File: src/rtl/seg7_pkg.sv
// Shared definitions for the scanned 7-segment decoder:
// segment patterns, FSM state type and the pattern-to-nibble lookup.
package seg7_pkg;

  localparam logic [6:0] SEG_0 = 7'h40;
  localparam logic [6:0] SEG_1 = 7'h79;
  localparam logic [6:0] SEG_2 = 7'h24;
  localparam logic [6:0] SEG_3 = 7'h30;
  localparam logic [6:0] SEG_4 = 7'h19;
  localparam logic [6:0] SEG_5 = 7'h12;
  localparam logic [6:0] SEG_6 = 7'h02;
  localparam logic [6:0] SEG_7 = 7'h78;
  localparam logic [6:0] SEG_8 = 7'h00;
  localparam logic [6:0] SEG_9 = 7'h18;
  localparam logic [6:0] SEG_A = 7'h08;
  localparam logic [6:0] SEG_B = 7'h03;
  localparam logic [6:0] SEG_C = 7'h46;
  localparam logic [6:0] SEG_D = 7'h21;
  localparam logic [6:0] SEG_E = 7'h06;
  localparam logic [6:0] SEG_F = 7'h0E;
  localparam logic [6:0] SEG_BLANK = 7'h7F;

  typedef enum logic [1:0] {
    IDLE,
    SETTLE,
    HOLD
  } state_t;

  // Returns {err, blank, nibble}.
  function automatic logic [5:0] seg7_to_nibble(
    input logic [6:0] p
  );
    logic [5:0] r;
    r = {2'b10, 4'h0};
    case (p)
      SEG_0: r = {2'b00, 4'h0};
      SEG_1: r = {2'b00, 4'h1};
      SEG_2: r = {2'b00, 4'h2};
      SEG_3: r = {2'b00, 4'h3};
      SEG_4: r = {2'b00, 4'h4};
      SEG_5: r = {2'b00, 4'h5};
      SEG_6: r = {2'b00, 4'h6};
      SEG_7: r = {2'b00, 4'h7};
      SEG_8: r = {2'b00, 4'h8};
      SEG_9: r = {2'b00, 4'h9};
      SEG_A: r = {2'b00, 4'hA};
      SEG_B: r = {2'b00, 4'hB};
      SEG_C: r = {2'b00, 4'hC};
      SEG_D: r = {2'b00, 4'hD};
      SEG_E: r = {2'b00, 4'hE};
      SEG_F: r = {2'b00, 4'hF};
`ifdef SEG7_BLANK_EN
      SEG_BLANK: r = {2'b01, 4'h0};
`endif
      default: r = {2'b10, 4'h0};
    endcase
    return r;
  endfunction

endpackage

File: src/rtl/seg7_pattern_decode.sv
// Combinational decode of one active-low 7-segment pattern.
// Ports: seg[6:0] in; nibble[3:0], err, blank out.
module seg7_pattern_decode
  import seg7_pkg::*;
(
  input  logic [6:0] seg,
  output logic [3:0] nibble,
  output logic       err,
  output logic       blank
);

  logic [5:0] r;

  assign r      = seg7_to_nibble(seg);
  assign err    = r[5];
  assign blank  = r[4];
  assign nibble = r[3:0];

endmodule

File: src/rtl/seg7_scan_decoder.sv
// Samples a multiplexed active-low 7-seg bus, decodes each settled digit
// and presents NDIG-digit frames on a valid/ready output.
// Ports: clock, reset (sync, high), seg[6:0], dig_sel[NDIG-1:0] in;
//  out_valid, out_value[4*NDIG-1:0], out_err, out_blank, overflow out;
//  out_ready in. Macro SEG7_BLANK_EN enables 7'h7F as a blank digit.
module seg7_scan_decoder
  import seg7_pkg::*;
#(
  parameter int NDIG       = 4,
  parameter int STABLE_CYC = 8
) (
  input  logic              clock,
  input  logic              reset,
  input  logic [6:0]        seg,
  input  logic [NDIG-1:0]   dig_sel,
  output logic              out_valid,
  input  logic              out_ready,
  output logic [4*NDIG-1:0] out_value,
  output logic [NDIG-1:0]   out_err,
  output logic [NDIG-1:0]   out_blank,
  output logic              overflow
);

  localparam int CW = $clog2(STABLE_CYC + 1);

  state_t            state, state_nx;
  logic [CW-1:0]     cnt, cnt_nx;
  logic [6:0]        seg_q, seg_nx;
  logic [NDIG-1:0]   dig_q, dig_nx;
  logic [NDIG-1:0]   mask, mask_nx;
  logic [4*NDIG-1:0] val_buf, val_nx;
  logic [NDIG-1:0]   err_buf, err_nx;
  logic [NDIG-1:0]   blk_buf, blk_nx;
  logic [NDIG-1:0]   blank_q;
  logic [3:0]        dec_nib;
  logic              dec_err;
  logic              dec_blank;
  logic              sample;
  logic              onehot;
  logic              changed;
  logic              complete;
  logic              load;

  seg7_pattern_decode u_dec (
    .seg    (seg_q),
    .nibble (dec_nib),
    .err    (dec_err),
    .blank  (dec_blank)
  );

  assign onehot  = $onehot(dig_sel);
  assign changed = (seg != seg_q) || (dig_sel != dig_q);

  always_comb begin
    state_nx = state;
    cnt_nx   = cnt;
    seg_nx   = seg_q;
    dig_nx   = dig_q;
    sample   = 1'b0;
    case (state)
      IDLE: begin
        if (onehot) begin
          state_nx = SETTLE;
          cnt_nx   = CW'(1);
          seg_nx   = seg;
          dig_nx   = dig_sel;
        end
      end
      SETTLE: begin
        if (changed) begin
          state_nx = onehot ? SETTLE : IDLE;
          cnt_nx   = CW'(1);
          seg_nx   = seg;
          dig_nx   = dig_sel;
        end else if (cnt == CW'(STABLE_CYC)) begin
          sample   = 1'b1;
          state_nx = HOLD;
        end else begin
          cnt_nx = cnt + CW'(1);
        end
      end
      HOLD: begin
        // One sample per dwell; only a bus change re-arms.
        if (changed) begin
          state_nx = onehot ? SETTLE : IDLE;
          cnt_nx   = CW'(1);
          seg_nx   = seg;
          dig_nx   = dig_sel;
        end
      end
      default: state_nx = IDLE;
    endcase
  end

  always_comb begin
    val_nx  = val_buf;
    err_nx  = err_buf;
    blk_nx  = blk_buf;
    mask_nx = mask;
    for (int i = 0; i < NDIG; i++) begin
      if (sample && dig_q[i]) begin
        val_nx[4*i +: 4] = dec_nib;
        err_nx[i]        = dec_err;
        blk_nx[i]        = dec_blank;
        mask_nx[i]       = 1'b1;
      end
    end
  end

  assign complete = sample && (&mask_nx);
  assign load     = complete && (!out_valid || out_ready);

  always_ff @(posedge clock) begin
    if (reset) begin
      state     <= IDLE;
      cnt       <= '0;
      seg_q     <= '0;
      dig_q     <= '0;
      mask      <= '0;
      val_buf   <= '0;
      err_buf   <= '0;
      blk_buf   <= '0;
      out_valid <= 1'b0;
      out_value <= '0;
      out_err   <= '0;
      blank_q   <= '0;
      overflow  <= 1'b0;
    end else begin
      state   <= state_nx;
      cnt     <= cnt_nx;
      seg_q   <= seg_nx;
      dig_q   <= dig_nx;
      val_buf <= val_nx;
      err_buf <= err_nx;
      blk_buf <= blk_nx;
      mask    <= complete ? '0 : mask_nx;
      if (load) begin
        out_valid <= 1'b1;
        out_value <= val_nx;
        out_err   <= err_nx;
        blank_q   <= blk_nx;
      end else if (out_valid && out_ready) begin
        out_valid <= 1'b0;
      end
      if (complete && !load) begin
        overflow <= 1'b1;
      end
    end
  end

`ifdef SEG7_BLANK_EN
  assign out_blank = blank_q;
`else
  assign out_blank = '0;
`endif

endmodule

File: config.mk
export PLATFORM = sky130hd
export DESIGN_NAME = seg7_scan_decoder
export DESIGN_NICKNAME = d
export VERILOG_FILES = /design/src/rtl/seg7_pkg.sv /design/src/rtl/seg7_pattern_decode.sv /design/src/rtl/seg7_scan_decoder.sv
export SDC_FILE = /design/constraint.sdc
export NUM_CORES = 1
export LEC_CHECK = 0
export ABC_CLOCK_PERIOD_IN_PS = 4380
export CAP_MARGIN = 20
export CORE_AREA = 2 2 71 140
export CTS_BUF_LIST = sky130_fd_sc_hd__clkbuf_4 sky130_fd_sc_hd__clkbuf_8
export DETAILED_ROUTE_END_ITERATION = 8
export DIE_AREA = 0 0 73 142
export SETUP_SLACK_MARGIN = 0.02
export SLEW_MARGIN = 40
export SYNTH_ARGS = -nofsm -noshare
export SYNTH_HDL_FRONTEND = slang
export SYNTH_SLANG_ARGS = --single-unit
File: constraint.sdc
create_clock -name clock -period 4.38 [get_ports clock]
set_input_delay 1.314 -clock clock [delete_from_list [all_inputs] [get_ports clock]]
set_output_delay 1.314 -clock clock [all_outputs]
set_load 0.02 [all_outputs]
Fig. 1: signal wires on met1
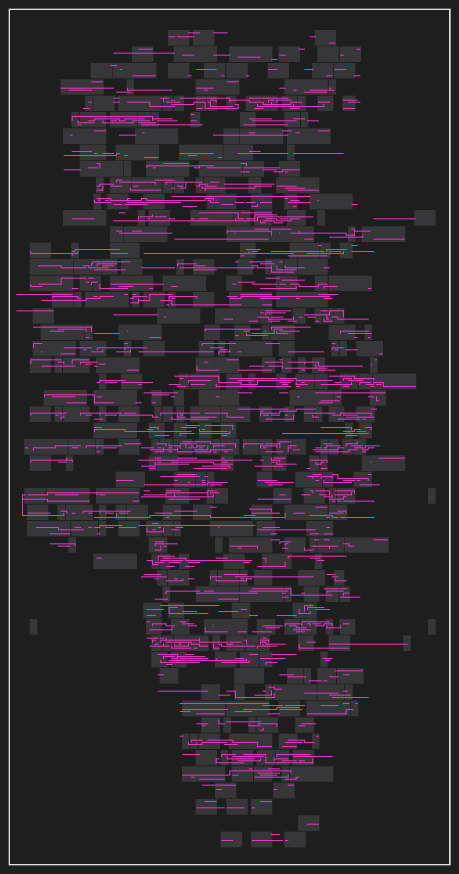
share of all routed wire: 37%
main direction: horizontal
nets with wire on the layer: 372
longest straight run: 24.8 um

Fig. 2: metal 2
Bar = 20 um.
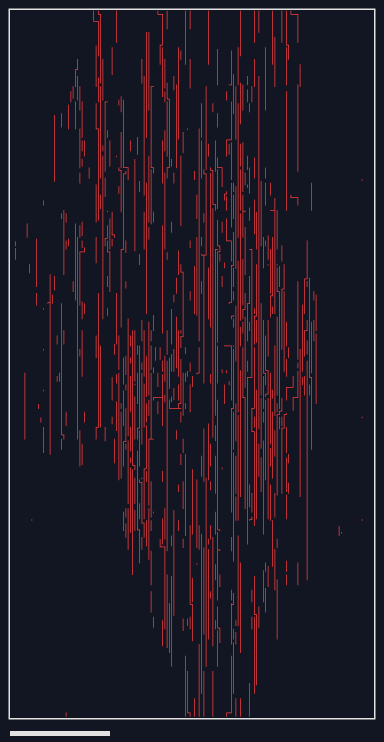
main direction: vertical
share of all routed wire: 56%
nets with wire on the layer: 348
wire length on this layer: 4390 um

Fig. 3: signal wires on met3
Bar = 20 um.
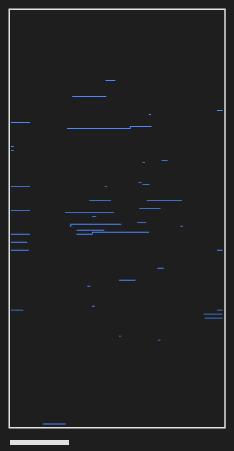
wire length on this layer: 221 um
main direction: horizontal
nets with wire on the layer: 26
longest straight run: 21.4 um
share of all routed wire: 2.8%

==> flow_metrics.env <==
# flow metrics
export IMPL_status="finished clean"
export IMPL_drtIter0Drc=83
export IMPL_final_area_um2=3800
export IMPL_clock_latency_ns=0.35
export IMPL_slew_viol_final=0
export IMPL_ff2ff_setup_slack_ns=1.82
export IMPL_ys_async_sr_fraction_pct=0
export IMPL_largest_area_cell="dfxtp_1"
export IMPL_p_per_area_nw_per_um2=369
export IMPL_combPwrFrac_pct=20.3
export IMPL_setup_tns_ns=0
export IMPL_fp_util_pct=34.1
export IMPL_grt_pass1_vias=2645
export IMPL_largest_class="multi-input combinational cells"
export IMPL_worstReg2RegStart="seg_q[1]"
export IMPL_rsz0062_at_grt="no"
export IMPL_crit_type="in -> reg"
export IMPL_hold_violations=0
export IMPL_cts_resized=0
export IMPL_edf_count=0
export IMPL_yosys_stat_seqShare_pct=39.6
export IMPL_inverters=17
export IMPL_viasPerCell=5.30
export IMPL_tightest_slew_ns=0.718
export IMPL_clkTransAtPathRegs_ns=0.08
export IMPL_vias=2615
export IMPL_ant_nets=0
export IMPL_clock_net_power_mw=0.463
export IMPL_intPower_mw=0.963
export IMPL_wl_met1_um=2870
export IMPL_diodes=0
export IMPL_ys_area_um2=3180
export IMPL_grt_max_degree=45
export IMPL_place_inst=478
export IMPL_n_all_buffers=48
export IMPL_ys_ff=63
export IMPL_routed_wl_um=7790
export IMPL_power_leakage_nw=1.46
export IMPL_ctsHoldBuffers=0
export IMPL_warnings=30
export IMPL_taps=104
export IMPL_power_mw=1.40
export IMPL_drive_above_1_share_pct=12.6
export IMPL_syn_area_um2=3180
export IMPL_area_growth_pct=19.5
export IMPL_syn_area_per_cell_um2=9.09
export IMPL_nFillCells=941
export IMPL_sh_comb_area_pct=45.3
export IMPL_timing_hold_ws_ns=0.462
export IMPL_gp_congestion=0.793
export IMPL_r2r_cells=6
export IMPL_logic_area_um2=1720
export IMPL_dpl_cell_area_um2=3620
export IMPL_cp_max_fo=3
export IMPL_top_power_group="registers"
export IMPL_die_y_um=142
export IMPL_logic_gates=246
export IMPL_area_leaders="dfxtp_1 (40%), mux2i_1 (9.7%), nor2_1 (4.8%)"
export IMPL_lay_top_cells="dfxtp_1 (63), nor2_1 (41), clkdlybuf4s50_1 (35)"
export IMPL_clockBufferCount=12
export IMPL_ys_cells=350
export IMPL_dp_hpwl_um=5640
export IMPL_worstSetupStartpointType="input port"
export IMPL_relSlewSlack_pct=52.1
export IMPL_buffer_area_share_pct=11.8
export IMPL_final_min_period_over_clock_period_pct=92.1
export IMPL_h_tree_depth=3
export IMPL_yosysWarnings=0
export IMPL_cts_setup_buffers=0
export IMPL_nets=408
export IMPL_cap_violations=0
export IMPL_cts_tree="done"
export IMPL_clock_power_share_pct=33.0
export IMPL_seqCellArea_um2=1260
export IMPL_overflow=0
export IMPL_port_buffers=35
-- worst max-delay path, cell delays in order --
cell             delay, ns
clkdlybuf4s50_1       0.52
inv_1                 0.07
fa_1                  0.50
inv_1                 0.04
ha_1                  0.17
ha_1                  0.25
or3b_2                0.48
nand2_1               0.12
nand2b_1              0.11
nor3_1                0.32
a31oi_1               0.13
a311oi_1              0.26
-- sequential cells by signal, summed over array words and instances, names as in the netlist --
name       count
val_buf       16
err_buf        4
mask           4
dig_q          4
overflow       1
out_valid      1
out_err        4
seg_q          7
out_value     16
state          2
cnt            4
-- Yosys cell counts (all sizes together), types with 8 or more instances --
cell type,count
buf,13
inv,17
nand2,25
clkbuf,14
nor3,8
o22ai,14
a21oi,10
mux2i,31
dfxtp,63
o21ai,11
nor2,43
xnor2,12
ha,8
-- layer usage --
layer  GRT usage, %  vias to the layer above
li1               -                     1295
met1           15.4                     1247
met2           30.0                       50
met3           3.47                       23
met4           10.0                        0
met5              0                        -
-- worst min path at each step --
stage               startpoint  endpoint  slack [ns]  cells after the start
floorplan              mask[2]   mask[2]        0.43                      2
global placement       mask[3]   mask[3]        0.44                      2
detailed placement     mask[3]   mask[3]        0.45                      2
CTS                    mask[3]   mask[3]        0.46                      2
global route           mask[3]   mask[3]        0.49                      2
finish                 mask[2]   mask[2]        0.46                      2
-- cells by family (layout without fill, tap and decap cells) --
kind of cell | count (synthesis) | count (layout) | synth area share, %
simple gates | 120 | 120 | 20.0
compound gates | 68 | 68 | 16.2
flops | 63 | 63 | 39.6
buf+inv | 44 | 80 | 6.64
mux | 31 | 31 | 9.75
xor+xnor | 14 | 14 | 3.85
fa+ha+maj | 9 | 9 | 3.77
other cells | 1 | 4 | 0.118
